Layout detail:
The bar under the picture is 5 µm long. Region (128, 78) to (148, 98) µm. Cells in gray, sequential cells in the stronger gray; small squares are vias.
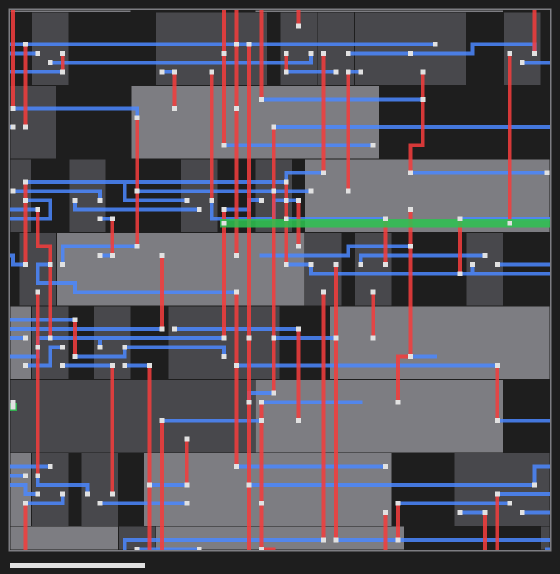
Met1 routing:
The bar under the picture is 50 µm long. Cells faint in the background.
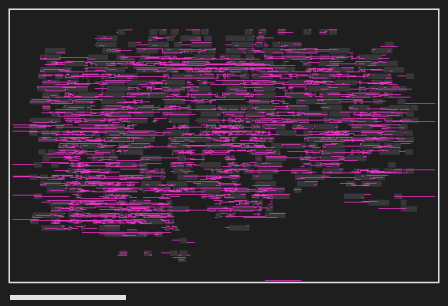
Wire density map:
The die is cut into 37 by 23 equal tiles; white is low, dark blue is high, scaled to the fullest tile. Values are wire area over tile area, all layers added.
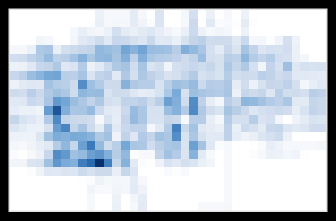
Routed metal, one color a layer:
The bar under the picture is 50 µm long. Two of the layers only.
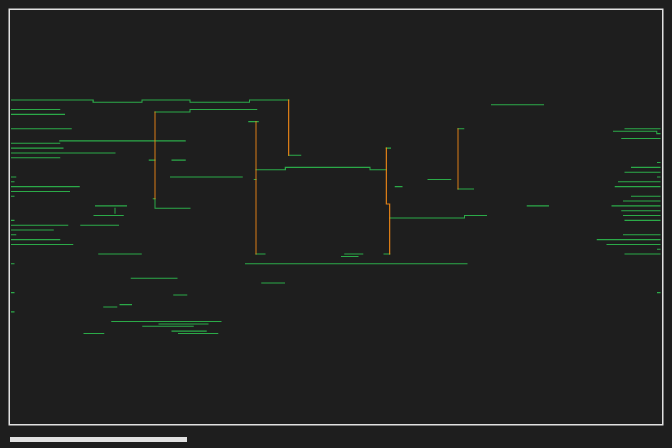
Track usage over the die:
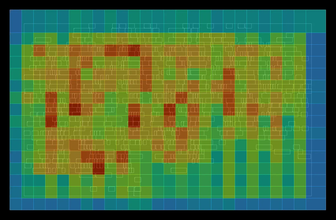
--- config.mk ---
export PLATFORM = sky130hd
export DESIGN_NAME = rtc_uart_frame_decoder
export DESIGN_NICKNAME = d
export VERILOG_FILES = /design/src/rtl/rtc_uart_frame_decoder.sv
export SDC_FILE = /design/constraint.sdc
export NUM_CORES = 1
export LEC_CHECK = 0
export CAP_MARGIN = 20
export CELL_PAD_IN_SITES_DETAIL_PLACEMENT = 0
export CELL_PAD_IN_SITES_GLOBAL_PLACEMENT = 1
export CORE_ASPECT_RATIO = 0.6
export CORE_MARGIN = 8
export CORE_UTILIZATION = 40
export CTS_CLUSTER_SIZE = 8
export DETAILED_ROUTE_END_ITERATION = 6
export PLACE_DENSITY = 0.85
export SETUP_SLACK_MARGIN = 0.4
export SLEW_MARGIN = 0
export SYNTH_ARGS = -nofsm -noshare
export SYNTH_HDL_FRONTEND = slang
export SYNTH_SLANG_ARGS = --single-unit
--- constraint.sdc ---
create_clock -name clk -period 5.2 [get_ports clk]
set_input_delay 1.04 -clock clk [delete_from_list [all_inputs] [get_ports clk]]
set_output_delay 1.04 -clock clk [all_outputs]
set_load 0.01 [all_outputs]
--- src/rtl/rtc_uart_frame_decoder.sv ---
// UART command-frame decoder for the RTC set path.
// Hunts for SOF0 SOF1 CMD YY MO DD WW HH MI SS CHK EOF_B, checks the XOR
// checksum and end byte, then issues time and/or date write requests that
// are held until the RTC controller acknowledges with set_done.
module rtc_uart_frame_decoder #(
    parameter logic [7:0] SOF0        = 8'hF0,
    parameter logic [7:0] SOF1        = 8'hF1,
    parameter logic [7:0] EOF_B       = 8'hF2,
    parameter int         TIMEOUT_CYC = 50_000_000
) (
    input  logic        clk,
    input  logic        rst,
    input  logic [7:0]  uart_rx_data,
    input  logic        uart_data_valid,
    input  logic        set_done,
    output logic        set_time,
    output logic [23:0] time_2_set,
    output logic        set_date,
    output logic [31:0] date_2_set,
    output logic        busy,
    output logic        frame_ok,
    output logic        frame_err,
    output logic [1:0]  err_code
);

    localparam int             CW       = $clog2(TIMEOUT_CYC);
    localparam logic [CW-1:0]  CNT_LAST = CW'(TIMEOUT_CYC - 1);

    localparam logic [1:0] ERR_TIMEOUT = 2'd0;
    localparam logic [1:0] ERR_CMD     = 2'd1;
    localparam logic [1:0] ERR_CHK     = 2'd2;
    localparam logic [1:0] ERR_EOF     = 2'd3;

    typedef enum logic [2:0] {
        S_IDLE,
        S_GOT_SOF0,
        S_CMD,
        S_PAYLOAD,
        S_CHK,
        S_EOF,
        S_REQ_TIME,
        S_REQ_DATE
    } state_t;

    state_t          state_reg, state_next;
    logic [CW-1:0]   cnt_reg, cnt_next;
    logic [7:0]      acc_reg, acc_next;
    logic [2:0]      idx_reg, idx_next;
    logic [1:0]      cmd_reg, cmd_next;
    logic [55:0]     payload_reg, payload_shift;
    logic [23:0]     time_reg;
    logic [31:0]     date_reg;
    logic            frame_ok_reg, frame_ok_next;
    logic            frame_err_reg, frame_err_next;
    logic [1:0]      err_code_reg, err_code_next;
    logic            shift_en;
    logic            accept;
    logic            in_frame;

    // Payload shifts one byte per PAYLOAD byte; after seven bytes it holds
    // {YY, MO, DD, WW, HH, MI, SS} with SS in the low byte.
    assign payload_shift[7:0] = uart_rx_data;
    generate
        for (genvar gi = 1; gi < 7; gi++) begin : g_shift
            assign payload_shift[8*gi +: 8] = payload_reg[8*(gi-1) +: 8];
        end
    endgenerate

    assign in_frame = (state_reg == S_GOT_SOF0) || (state_reg == S_CMD) ||
                      (state_reg == S_PAYLOAD)  || (state_reg == S_CHK) ||
                      (state_reg == S_EOF);

    // State and datapath registers; reset aborts any frame or request silently.
    always_ff @(posedge clk or posedge rst) begin
        if (rst) begin
            state_reg     <= S_IDLE;
            cnt_reg       <= '0;
            acc_reg       <= '0;
            idx_reg       <= '0;
            cmd_reg       <= '0;
            payload_reg   <= '0;
            time_reg      <= '0;
            date_reg      <= '0;
            frame_ok_reg  <= 1'b0;
            frame_err_reg <= 1'b0;
            err_code_reg  <= '0;
        end else begin
            state_reg     <= state_next;
            cnt_reg       <= cnt_next;
            acc_reg       <= acc_next;
            idx_reg       <= idx_next;
            cmd_reg       <= cmd_next;
            frame_ok_reg  <= frame_ok_next;
            frame_err_reg <= frame_err_next;
            err_code_reg  <= err_code_next;
            if (shift_en) begin
                payload_reg <= payload_shift;
            end
            if (accept && cmd_reg[0]) begin
                time_reg <= payload_reg[23:0];
            end
            if (accept && cmd_reg[1]) begin
                date_reg <= payload_reg[55:24];
            end
        end
    end

    // Parser / request sequencer next-state logic, inter-byte timeout included.
    always_comb begin
        state_next     = state_reg;
        cnt_next       = '0;
        acc_next       = acc_reg;
        idx_next       = idx_reg;
        cmd_next       = cmd_reg;
        frame_ok_next  = 1'b0;
        frame_err_next = 1'b0;
        err_code_next  = err_code_reg;
        shift_en       = 1'b0;
        accept         = 1'b0;

        // Timeout only fires on cycles without a byte, so it never races the parser.
        if (in_frame && !uart_data_valid) begin
            if (cnt_reg == CNT_LAST) begin
                state_next     = S_IDLE;
                frame_err_next = 1'b1;
                err_code_next  = ERR_TIMEOUT;
            end else begin
                cnt_next = cnt_reg + CW'(1);
            end
        end

        case (state_reg)
            S_IDLE: begin
                if (uart_data_valid && uart_rx_data == SOF0) begin
                    state_next = S_GOT_SOF0;
                end
            end
            S_GOT_SOF0: begin
                if (uart_data_valid) begin
                    if (uart_rx_data == SOF1) begin
                        state_next = S_CMD;
                    end else if (uart_rx_data != SOF0) begin
                        state_next = S_IDLE;
                    end
                end
            end
            S_CMD: begin
                if (uart_data_valid) begin
                    if (uart_rx_data == 8'h01 || uart_rx_data == 8'h02 ||
                        uart_rx_data == 8'h03) begin
                        state_next = S_PAYLOAD;
                        acc_next   = uart_rx_data;
                        idx_next   = '0;
                        cmd_next   = uart_rx_data[1:0];
                    end else begin
                        state_next     = S_IDLE;
                        frame_err_next = 1'b1;
                        err_code_next  = ERR_CMD;
                    end
                end
            end
            S_PAYLOAD: begin
                if (uart_data_valid) begin
                    shift_en = 1'b1;
                    acc_next = acc_reg ^ uart_rx_data;
                    idx_next = idx_reg + 3'd1;
                    if (idx_reg == 3'd6) begin
                        state_next = S_CHK;
                    end
                end
            end
            S_CHK: begin
                if (uart_data_valid) begin
                    if (uart_rx_data != acc_reg) begin
                        state_next     = S_IDLE;
                        frame_err_next = 1'b1;
                        err_code_next  = ERR_CHK;
                    end else begin
                        state_next = S_EOF;
                    end
                end
            end
            S_EOF: begin
                if (uart_data_valid) begin
                    if (uart_rx_data != EOF_B) begin
                        state_next     = S_IDLE;
                        frame_err_next = 1'b1;
                        err_code_next  = ERR_EOF;
                    end else begin
                        accept        = 1'b1;
                        frame_ok_next = 1'b1;
                        state_next    = cmd_reg[0] ? S_REQ_TIME : S_REQ_DATE;
                    end
                end
            end
            S_REQ_TIME: begin
                if (set_done) begin
                    state_next = (cmd_reg == 2'd3) ? S_REQ_DATE : S_IDLE;
                end
            end
            S_REQ_DATE: begin
                if (set_done) begin
                    state_next = S_IDLE;
                end
            end
            default: begin
                state_next = S_IDLE;
            end
        endcase
    end

    assign set_time   = (state_reg == S_REQ_TIME);
    assign set_date   = (state_reg == S_REQ_DATE);
    assign busy       = set_time | set_date;
    assign time_2_set = time_reg;
    assign date_2_set = date_reg;
    assign frame_ok   = frame_ok_reg;
    assign frame_err  = frame_err_reg;
    assign err_code   = err_code_reg;

endmodule

==> impl_metrics.tcl <==
# implementation run metrics
set metrics [dict create \
    finalSetupViolCount 0 \
    core_area_um2 16900 \
    num_vias 4699 \
    n_all_buffers 77 \
    insertion_delay_ns 0.42 \
    power_frac_seq_pct 46.5 \
    async_flop_share_pct 100 \
    r2r-end "date_2_set[3]" \
    syn_area_per_cell_um2 10.7 \
    simple_gate_share_pct 20.7 \
    cp.depth 5 \
    floorplan.nets 648 \
    placed_cell_area_um2 7720 \
    ys_sh_xor_pct 5.17 \
    rsz0062_at_grt "no" \
    largest_reg_flops 56 \
    muxShareOfSynthArea_pct 9.63 \
    grt_max_degree 159 \
    period_needed_ns 3.14 \
    initCoreUtil_pct 40.2 \
    setup_slack_ns 2.06 \
    startpoint "uart_data_valid" \
    dp.cells 917 \
    n_antenna_cell 0 \
    synth_cell_types 51 \
    mostFrequentLayoutCells "nand2_1 (197), dfrtp_1 (158), clkdlybuf4s50_1 (74)" \
    comb_area_um2 2660 \
    whs_ns 0.476 \
    arrival_ns 3.44 \
    p_seq_mw 1.23 \
    dr.first_iter.drc_count 414 \
    wl_met1_um 7310 \
    cts_tree "built" \
    synthTopCellsByCount "nand2_1 (197), dfrtp_1 (158), mux2_1 (50)" \
    drv_slew 0 \
    mostFrequentLayoutCell "nand2_1" \
    via_per_inst 4.95 \
    sh_seq_area_pct 47.2 \
    synthCells 633 \
    comb_area_share_pct 31.8 \
    fin_worst_skew_ns 0.0162 \
    flop_cell "dfrtp_1" \
    clockRootBuffer "clkbuf_16" \
    p_int_mw 2.07 \
    yosysCellCount 633 \
    synth-compound-area-share_pct 3.06 \
    p_per_area_nw_per_um2 316 \
    numSynthFlops 158 \
    synthDominantCellAreaShare_pct 58.3 \
    cts_made_buffers 17 \
    globalRouteMet2Util_pct 21.0 \
    power-top-group "clock" \
    drtAntennaViolNets 0 \
    path_cells "clkdlybuf4s50_1, nand2_1, nor4b_4, nand2_2, mux2_1" \
    setup_tns_ns 0 \
    rows 37 \
    worstReg2RegStart "state_reg[2]" \
    drc 0 \
    grt.met1_usage_pct 20.2 \
    switching_share_pct 21.7 \
    finalPower_mw 2.65 \
    hold_viol_final 0 \
    worstPathRequired_ns 5.49 \
    hold_depth 2 \
    critPathLaunchType "primary input" \
    fillers 1528 \
    whs_endpoint "payload_reg[49]" \
    grt_busiest_layer "met2" \
    cts_resized 0 \
    status "completed" \
    power_leakage_nw 4.02 \
]
-- 'layout detail' (at the start) --
layer	color
met1	blue
met3	green
met2	red
sequential cells in the window	6
cells with their middle in the window	27
netlist names of flops here include	date_2_set (3), payload_reg (3)
most frequent	nand2_1 (16), dfrtp_1 (6), mux2_1 (4)

-- 'met1 routing' (at the start) --
share of all routed wire	50%
main direction	horizontal

-- 'wire density map' (at the start) --
mean over tiles	0.11
emptiest ninth of the die	bottom right
tiles over half the peak	3.5%

-- 'routed metal, one color a layer' (at the start) --
layer	color	wire length
met3	green	937 µm
met4	orange	125 µm

-- 'track usage over the die' (at the start) --
met3 usage: 3.79%
WL per Instance: 15.5 µm
GR Util All Layers: 14.1%
Final Core Density: 49.7%

No activity file was given, so power comes from the tool's default toggle rates.
